[config.mk]
export PLATFORM = sky130hd
export DESIGN_NAME = chip8_alu_seq
export DESIGN_NICKNAME = d
export VERILOG_FILES = /design/src/rtl/chip8_alu_seq.sv
export SDC_FILE = /design/constraint.sdc
export NUM_CORES = 1
export LEC_CHECK = 0
export ABC_AREA = 1
export CAP_MARGIN = 20
export CORE_MARGIN = 2
export CORE_UTILIZATION = 25
export CTS_CLUSTER_SIZE = 10
export DETAILED_ROUTE_END_ITERATION = 7
export GPL_ROUTABILITY_DRIVEN = 0
export PLACE_DENSITY = 0.49
export REMOVE_ABC_BUFFERS = 1
export SLEW_MARGIN = 5
export SYNTH_ARGS = -nofsm -noshare
export SYNTH_HDL_FRONTEND = slang
export SYNTH_SLANG_ARGS = --single-unit
export TNS_END_PERCENT = 100
[constraint.sdc]
create_clock -name clk -period 4.08 [get_ports clk]
set_input_delay 0.816 -clock clk [delete_from_list [all_inputs] [get_ports clk]]
set_output_delay 0.816 -clock clk [all_outputs]
set_load 0.01 [all_outputs]
[src/rtl/chip8_alu_seq.sv]
// chip8_alu_seq
// Runs one CHIP-8 8XYN register-to-register ALU instruction against a
// single-port V-register file. The file has one combinational read port and
// one write port, so the instruction takes several cycles: read Vx, read Vy,
// write the result to Vx, then (for flag ops) write the flag to VF.
//
// Ports
//   clk       in   system clock, rising edge
//   nrst      in   asynchronous active-low reset
//   start     in   execute request, sampled only in IDLE
//   op        in   N nibble of 8XYN
//   xi, yi    in   X / Y register indices
//   rf_rdata  in   register file read data (combinational from rf_addr)
//   rf_addr   out  register file address
//   rf_wdata  out  register file write data
//   rf_wren   out  register file write enable
//   busy      out  high in RDX, RDY, WRX, WRF
//   done      out  one-cycle completion pulse
//   illegal   out  valid with done; op was not a defined 8XYN
//
// All outputs are registers loaded with the values for the state being
// entered, so nothing combinational reaches them from start/op/xi/yi.
module chip8_alu_seq #(
    parameter bit SHIFT_USES_VY = 1'b0
) (
    input  logic       clk,
    input  logic       nrst,
    input  logic       start,
    input  logic [3:0] op,
    input  logic [3:0] xi,
    input  logic [3:0] yi,
    input  logic [7:0] rf_rdata,
    output logic [3:0] rf_addr,
    output logic [7:0] rf_wdata,
    output logic       rf_wren,
    output logic       busy,
    output logic       done,
    output logic       illegal
);

    typedef enum logic [2:0] {IDLE, RDX, RDY, WRX, WRF, FIN} state_t;

    state_t     state_q;
    logic [3:0] op_q, xi_q, yi_q;
    logic [7:0] vx_q, vy_q;
    logic [3:0] addr_q;
    logic [7:0] wdata_q;
    logic       wren_q, busy_q, done_q, illegal_q;

    function automatic logic is_legal(input logic [3:0] o);
        return (o <= 4'h7) || (o == 4'hE);
    endfunction

    function automatic logic has_flag(input logic [3:0] o);
        return (o == 4'h4) || (o == 4'h5) || (o == 4'h6) ||
               (o == 4'h7) || (o == 4'hE);
    endfunction

    // Returns {flag, result}.
    function automatic logic [8:0] alu(input logic [3:0] o,
                                       input logic [7:0] a,
                                       input logic [7:0] b);
        logic [7:0] src;
        logic [8:0] r;
        src = SHIFT_USES_VY ? b : a;
        case (o)
            4'h0:    r = {1'b0, b};
            4'h1:    r = {1'b0, a | b};
            4'h2:    r = {1'b0, a & b};
            4'h3:    r = {1'b0, a ^ b};
            4'h4:    r = {1'b0, a} + {1'b0, b};
            4'h5:    r = {a >= b, a - b};
            4'h7:    r = {b >= a, b - a};
            4'h6:    r = {src[0], 1'b0, src[7:1]};
            4'hE:    r = {src[7], src[6:0], 1'b0};
            default: r = 9'd0;
        endcase
        return r;
    endfunction

    // In RDY the Vy value is still on rf_rdata (not yet latched), so the
    // result registered for WRX is computed from it directly. The flag is
    // computed in WRX from the latched operands, so the Vx write cannot
    // disturb it.
    logic [8:0] alu_rd_d, alu_wr_d;
    assign alu_rd_d = alu(op_q, vx_q, rf_rdata);
    assign alu_wr_d = alu(op_q, vx_q, vy_q);

    always_ff @(posedge clk or negedge nrst) begin
        if (!nrst) begin
            state_q   <= IDLE;
            op_q      <= '0;
            xi_q      <= '0;
            yi_q      <= '0;
            vx_q      <= '0;
            vy_q      <= '0;
            addr_q    <= '0;
            wdata_q   <= '0;
            wren_q    <= 1'b0;
            busy_q    <= 1'b0;
            done_q    <= 1'b0;
            illegal_q <= 1'b0;
        end else begin
            case (state_q)
                IDLE: begin
                    if (start) begin
                        op_q <= op;
                        xi_q <= xi;
                        yi_q <= yi;
                        if (is_legal(op)) begin
                            state_q <= RDX;
                            addr_q  <= xi;
                            busy_q  <= 1'b1;
                        end else begin
                            state_q   <= FIN;
                            done_q    <= 1'b1;
                            illegal_q <= 1'b1;
                        end
                    end
                end
                RDX: begin
                    vx_q    <= rf_rdata;
                    state_q <= RDY;
                    addr_q  <= yi_q;
                end
                RDY: begin
                    vy_q    <= rf_rdata;
                    state_q <= WRX;
                    addr_q  <= xi_q;
                    wren_q  <= 1'b1;
                    wdata_q <= alu_rd_d[7:0];
                end
                WRX: begin
                    if (has_flag(op_q)) begin
                        state_q <= WRF;
                        addr_q  <= 4'hF;
                        wren_q  <= 1'b1;
                        wdata_q <= {7'b0, alu_wr_d[8]};
                    end else begin
                        state_q <= FIN;
                        addr_q  <= '0;
                        wren_q  <= 1'b0;
                        wdata_q <= '0;
                        busy_q  <= 1'b0;
                        done_q  <= 1'b1;
                    end
                end
                WRF: begin
                    state_q <= FIN;
                    addr_q  <= '0;
                    wren_q  <= 1'b0;
                    wdata_q <= '0;
                    busy_q  <= 1'b0;
                    done_q  <= 1'b1;
                end
                FIN: begin
                    // start here is deliberately ignored; it is taken in IDLE.
                    state_q   <= IDLE;
                    done_q    <= 1'b0;
                    illegal_q <= 1'b0;
                end
                default: begin
                    state_q   <= IDLE;
                    addr_q    <= '0;
                    wren_q    <= 1'b0;
                    wdata_q   <= '0;
                    busy_q    <= 1'b0;
                    done_q    <= 1'b0;
                    illegal_q <= 1'b0;
                end
            endcase
        end
    end

    assign rf_addr  = addr_q;
    assign rf_wdata = wdata_q;
    assign rf_wren  = wren_q;
    assign busy     = busy_q;
    assign done     = done_q;
    assign illegal  = illegal_q;

endmodule

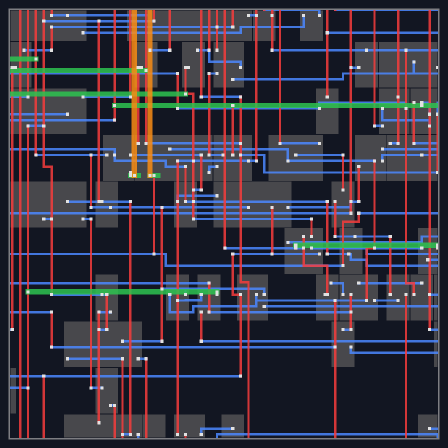
(images/closeup.png)
Window x 53 to 78, y 53 to 78 um. Cells in grey, sequential cells in the stronger grey; small squares are vias.
- blue: M1
- green: M3
- orange: M4
- red: M2
- cells with their middle in the window: 44
- sequential cells in the window: 0
- most frequent: inv_1 (9), nand2_1 (9), ha_1 (9)

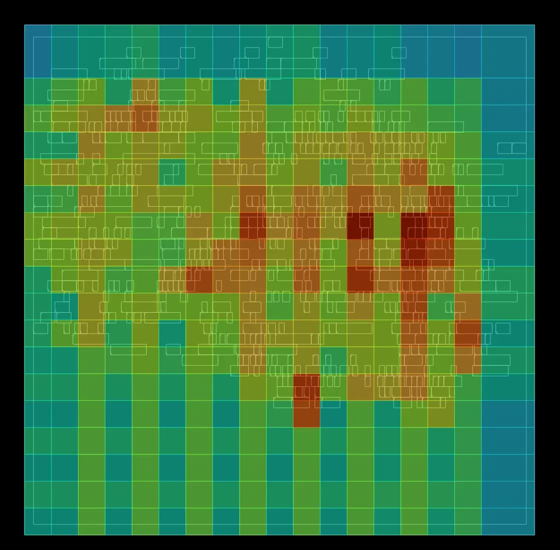
(images/congestion_map.png)
M2 GR Usage: 0.223
Layout Utilization: 0.303
routed len/inst: 13.8 um
GR Util met1: 0.189
GRT met3 Usage: 0.0309

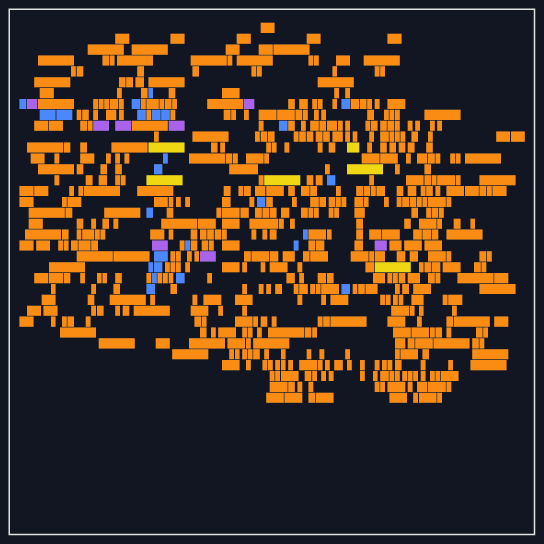
(images/sizing.png)
(4 px per um)
- orange: x1 and smaller (cells 562; share 94%)
- purple: x3 and x4 (cells 8; share 1.3%)
- yellow: x6 and larger (cells 6; share 1.0%)
- blue: x2 (cells 25; share 4.2%)
final instance area: 4800 um2
area delta synth->final: 19.1%

==> results.yml <==
# flow metrics
power:
  power_leader: "combinational cells"
  swShare: 0.513
  p_comb_frac: 0.638
  peakVddDrop_uv: 244
  p_clk_frac: 0.115
  p_leak_nw: 2.48
  intPower_mw: 1.84
  powerClk_mw: 0.435
  netSwitchingPower_mw: 1.94
  pwr-share-seq: 0.247
final_layout:
  diodes: 0
  drive_gt1_frac: 0.0649
  mostFrequentLayoutCell: "nand2_1"
  final_nets: 680
  final_cells: 817
  layout_top_cells: "nand2_1 (133), inv_1 (86), ha_1 (55)"
clock_tree:
  cts_buffers: 5
  path_clk_slew_ns: 0.07
  clock-sinks: 47
  cts_max_level: 2
  ctsHoldBuffers: 0
  clk_path_buf_depth: 2
  cts_root_buf: "clkbuf_16"
  cts_tree: "built"
  clkLatencyLatePin_ns: 0.29
synthesis:
  ys_ff: 47
  ys_chip_area_um2: 4030
  yosysWarnings: 0
  synth-main-ff-cell: "dfrtp_1"
  async_flop_share: 1.00
  ys_types: 37
  synth_seq_share: 0.292
  netlist_instances: 560
  avgSynthCellArea_um2: 7.19
  edf_count: 0
  synth_area_um2: 4030
setup_path:
  r2r_setup_slack_ns: 1.27
  cp-endpoint: "rf_wdata[7]"
  end_kind: "flop"
  worstSetupPathType: "reg -> reg"
  worst-path-stages: 17
  r2r_end: "rf_wdata[7]"
  cp_num_buf_inv: 3
  required_ns: 4.27
  slowest_delay_ns: 0.47
  path_cells: "inv_1 > ha_1 > nand3_1 > o31ai_1 > xor2_1 > inv_1 > ha_1 > nand2_1 > inv_1 > nand2_1 > nand2_1 > a21oi_1 > nand3_1 > nand3_1 > nand3_1 > nand2_1 > nand2_1"
  crit_top_cell: "nand2_1"
  cp_top_family: "simple AND/OR/NAND/NOR gates"
  reg2reg_from: "vx_q[0]"
  cpMaxStageDelayCell: "dfrtp_1"
drt:
  drc: 0
  final_antenna_net_count: 0
  firstDrtPassIters: 5
  route.met2.wl_mm: 5.02
  drt-vias-per-instance: 4.59
  wl_met1_mm: 5.50
  drt_iter0_drc: 190
placed_design:
  dp_cells: 809
  dpl.hpwl_mm: 8.80
global_routing:
  grt.overflow.total: 0
  grt_pass1_wl_mm: 18.7
  grt_pass1_vias: 3679
  grt-busiest-layer: "met2"
  grt_max_degree: 48
  grt_use_total: 0.138
  grt_antenna_before_repair: 0
floorplan:
  die_h_um: 131
  rows: 46
min_path:
  hold_path_depth: 2
  min_to: "rf_wren"
  hp-class: "reg -> reg"
final_timing:
  setup_viol: 0
  period_used_share: 0.688
  setup_tns_ns: 0
  max_slew_margin: 0.440
  drv_slew: 0
  fmax_mhz: 356
  rsz0062_at_grt: "false"
  finalCriticalPeriod_ns: 2.81
job:
  warning_count: 57
status:
  status: "completed"
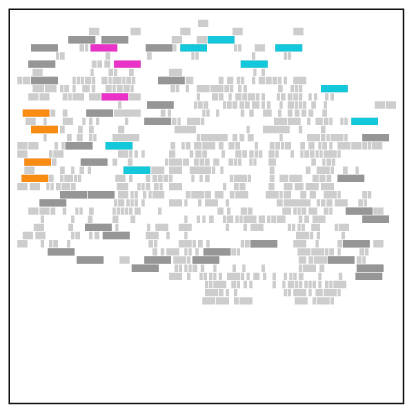
(images/ff_map.png)
(3 px per um)
- cyan: rf_wdata (placed flops 8)
- orange: rf_addr (placed flops 4)
- magenta: state_q (placed flops 3)
- not coloured: 32
FF+latch area: 1180 um2
fraction of area in registers: 0.245
Seq. pwr: 0.933 mW

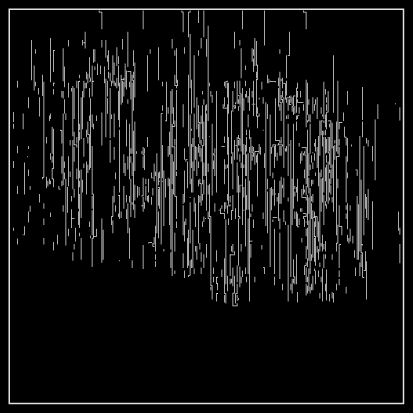
(images/m2.png)
(3 px per um)
- nets with wire on the layer: 515
- share of all routed wire: 45%
- wire length on this layer: 5020 um
- main direction: vertical
- longest straight run: 52.7 um
detailed-route via count: 3752
routed wire length: 11.3 mm

worst min-delay path: cells and delay by family, from the launching register on:
family           cells  cell delay (ns)
DFF                  1             0.34
and+or+nand+nor      2             0.11
area by class of cell:
type,count,area [um2],area share
Inverter,94,353,0.0735
Multi-Input combinational cell,412,2460,0.513
Sequential cell,47,1180,0.245
Tap cell,216,270,0.0563
Timing Repair Buffer,40,390,0.0814
Clock inverter,3,22.5,0.00469
Clock buffer,5,125,0.0261
cell families after synthesis:
| family | after synthesis | share of synthesized area |
|---|---|---|
| muxes | 2 | 0.00559 |
| buffers and inverters | 101 | 0.0972 |
| xor gates and xnor gates | 7 | 0.0152 |
| DFF | 47 | 0.292 |
| and+or+nand+nor | 237 | 0.261 |
| adders and majority gates | 57 | 0.181 |
| AOI/OAI and AO/OA | 109 | 0.148 |
cells in the mapped netlist (2+ instances only):
cell | number | area, um2
buf_2 | 4 | 20.0
nand2_4 | 2 | 22.5
mux2_2 | 2 | 22.5
and2_1 | 3 | 18.8
nor3_1 | 6 | 30.0
nor2_2 | 4 | 25.0
inv_1 | 86 | 323
dfrtp_1 | 47 | 1180
o22ai_1 | 14 | 87.6
inv_2 | 7 | 26.3
buf_4 | 2 | 15.0
nor2_4 | 3 | 33.8
nand2_2 | 5 | 31.3
a21oi_1 | 32 | 160
o21ai_0 | 44 | 220
nand2_1 | 133 | 499
nor2_1 | 31 | 116
o221ai_1 | 2 | 17.5
o21bai_1 | 4 | 30.0
nand3_1 | 33 | 165
xor2_1 | 6 | 52.6
ha_1 | 55 | 688
nand4_1 | 11 | 68.8
o21ai_1 | 7 | 35.0
fa_1 | 2 | 40.0
or2_2 | 4 | 25.0
No activity file was given, so power comes from the tool's default toggle rates.
